==> config.mk <==
export PLATFORM = sky130hd
export DESIGN_NAME = multi_edge_detect
export DESIGN_NICKNAME = d
export VERILOG_FILES = /design/src/rtl/multi_edge_detect.sv
export SDC_FILE = /design/constraint.sdc
export NUM_CORES = 1
export LEC_CHECK = 0
export CAP_MARGIN = 15
export CORE_ASPECT_RATIO = 1.1
export CORE_MARGIN = 8
export CORE_UTILIZATION = 52
export CTS_CLUSTER_SIZE = 12
export DETAILED_ROUTE_END_ITERATION = 10
export GPL_TIMING_DRIVEN = 0
export PLACE_DENSITY = 0.78
export SETUP_SLACK_MARGIN = 0.02
export SYNTH_ARGS = -nofsm -noshare
export SYNTH_HDL_FRONTEND = slang
export SYNTH_SLANG_ARGS = --single-unit
==> constraint.sdc <==
create_clock -name clk -period 3.8 [get_ports clk]
set_clock_uncertainty 0.1 [all_clocks]
set_input_delay 0.76 -clock clk [delete_from_list [all_inputs] [get_ports clk]]
set_output_delay 0.76 -clock clk [all_outputs]
set_load 0.05 [all_outputs]
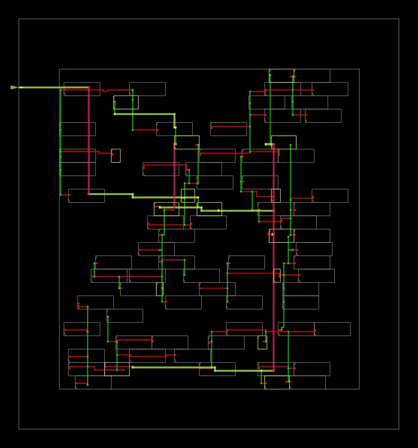
Fig. 1. Clock wiring as the flow saved it.
clock group total power: 460 µW
number of buffers inserted during clock tree synthesis: 9
clk ins delay skew pair: 0.33 ns
Clock Buffer Count: 11

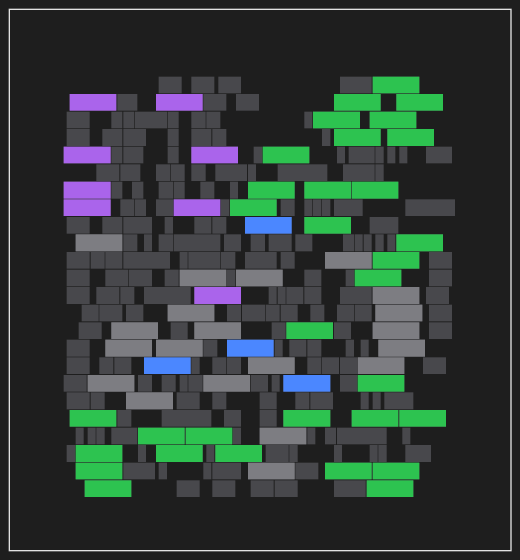
Fig. 2. Register map, names as in the netlist.
Other sequential cells in the stronger grey, the rest of the logic in the fainter grey.
Key: blue = stable_q [sequential cells 4]; purple = evt_count [sequential cells 8]; green = fcnt_q [sequential cells 32]
Another 20 sequential cells are not coloured.
sequential group power: 706 µW
register area: 0.001281 mm²

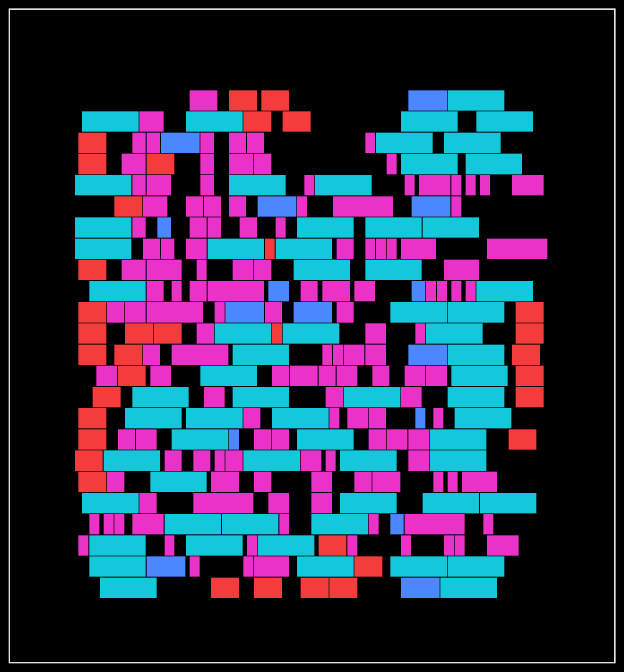
Fig. 3. Cells coloured by class.
Key: cyan = flops [cells 64, share of their area 47%]; red = other buffers and delay cells [cells 35, share of their area 12%]; blue = clock drivers and dummy loads [cells 15, share of their area 5.6%]; magenta = combinational and other logic [cells 139, share of their area 35%]
sequential portion of the cell area: 45.73%
core utilization of the finished layout: 70.14%

==> impl_metrics.ini <==
; yosys + openroad results
[route]
detailroute.wirelength.met2_mm = 1.636
detail_route.wirelength.met1_mm = 1.554
dr.pass1.iters = 4
route.detailed.drc = 0
highest_layer = met4
wire_per_inst_um = 11.46

[global_routing]
gr-max-usage-layer = met2
grt_util_met2_pct = 19.25
groute.layer.met3.usage_pct = 6.250
antenna_found_initial = 0

[final_timing]
final.setup.tns_ns = 0
finalWorstSetupSlack_ns = 0.3258
worst_pin_slew_ns = 0.5106
finalCriticalPeriod_ns = 3.474
slew_headroom_pct = 65.85
min_period_over_period_pct = 91.43
timing_max_transition_violations_final = 0
finalHoldViolCount = 0
timing.final.setup_violations = 0

[power]
comb-power_uw = 82.7
intPower_uw = 960.7
max-vdd-ir-drop_v = 0.0003397
power.share.switching_pct = 23.06
clock_power_share_pct = 36.8
share_seq_of_total_power_pct = 56.5
finalPower_mw = 1.249
combPwrFrac_pct = 6.6

[synthesis]
synth_area_mm2 = 0.002166
muxShareOfSynthArea_pct = 1.849
top_area_cell = sky130_fd_sc_hd__dfxtp_1
post_synth_main_logic_family = simple AND/OR/NAND/NOR gates
ys_chip_area_mm2 = 0.002166
post_synth_main_area_contributors = sky130_fd_sc_hd__dfxtp_1 (59%), sky130_fd_sc_hd__nor2b_1 (5.2%), sky130_fd_sc_hd__nor4_4 (3.9%)
dominant_flop_cell = sky130_fd_sc_hd__dfxtp_1
yosys.cell_types.count = 32
ys_sh_xor_pct = 1.213
netlist_instances = 182
synthAdderAreaFrac_pct = 5.661
synth.cellmix.compoundShare_pct = 7.626
enable_flop_cells = 0
postSynthSeqShare_pct = 59.16
yosys.area_share.simple_pct = 22.76

[final_layout]
fillers = 324
combAreaFraction_pct = 33.45
lay_top_cells = sky130_fd_sc_hd__dfxtp_1 (64), sky130_fd_sc_hd__clkdlybuf4s50_1 (33), sky130_fd_sc_hd__conb_1 (24)
num_antenna_cells = 0
inverters_excl_clock = 7
non_clock_buffering_overhead_in_the_final_layout_pct = 12.06
syn2layout_area_growth_pct = 29.35
most_numerous_logic_cell_after_layout = sky130_fd_sc_hd__dfxtp_1
final-comb-area_um2 = 937.1
final_area_mm2 = 0.002801
clock_area_share_pct = 5.494

[floorplan]
die_area_mm2 = 0.006489
tapcell.inserted = 52
die_w_um = 77.54
floorplanUtilization_pct = 54.23
placement_rows = 24
vertical_die_dimension_um = 83.69

[critical_path]
slowest_delay_ns = 0.55
path_max_fanout = 6
type_of_element_launching_the_critical_path = flip-flop
cpMostUsedCell = sky130_fd_sc_hd__fa_1
timing.reg2reg.worst_path_depth = 12
crit_chain = ha_1 > or4_4 > nor4_4 > nor2_1 > fa_1 > inv_1 > fa_1 > inv_1 > fa_1 > nand2b_1 > nand2b_1 > a21boi_0
endpoint_kind = flip-flop
worst_path_max_delay_cell = sky130_fd_sc_hd__fa_1

[clock_network]
clkTransAtPathRegs_ns = 0.06
clock_tree.root_cell = sky130_fd_sc_hd__clkbuf_8
cts_tree = done
post_cts_hold_fix_bufs = 0
post_cts.resized_instances = 0
post_cts_buffers = 0

[place]
dpl_cell_area_mm2 = 0.002648
dp_slack_ns = 0.1045
gp_routability_congestion = 0.7507

[status]
status = completed

[hold_path]
holdPathStages = 1
hold_class = flip-flop to flip-flop

[job]
number_of_maximum_capacitance_constraint_violations = 0
Power is estimated from default activity; no workload was simulated.
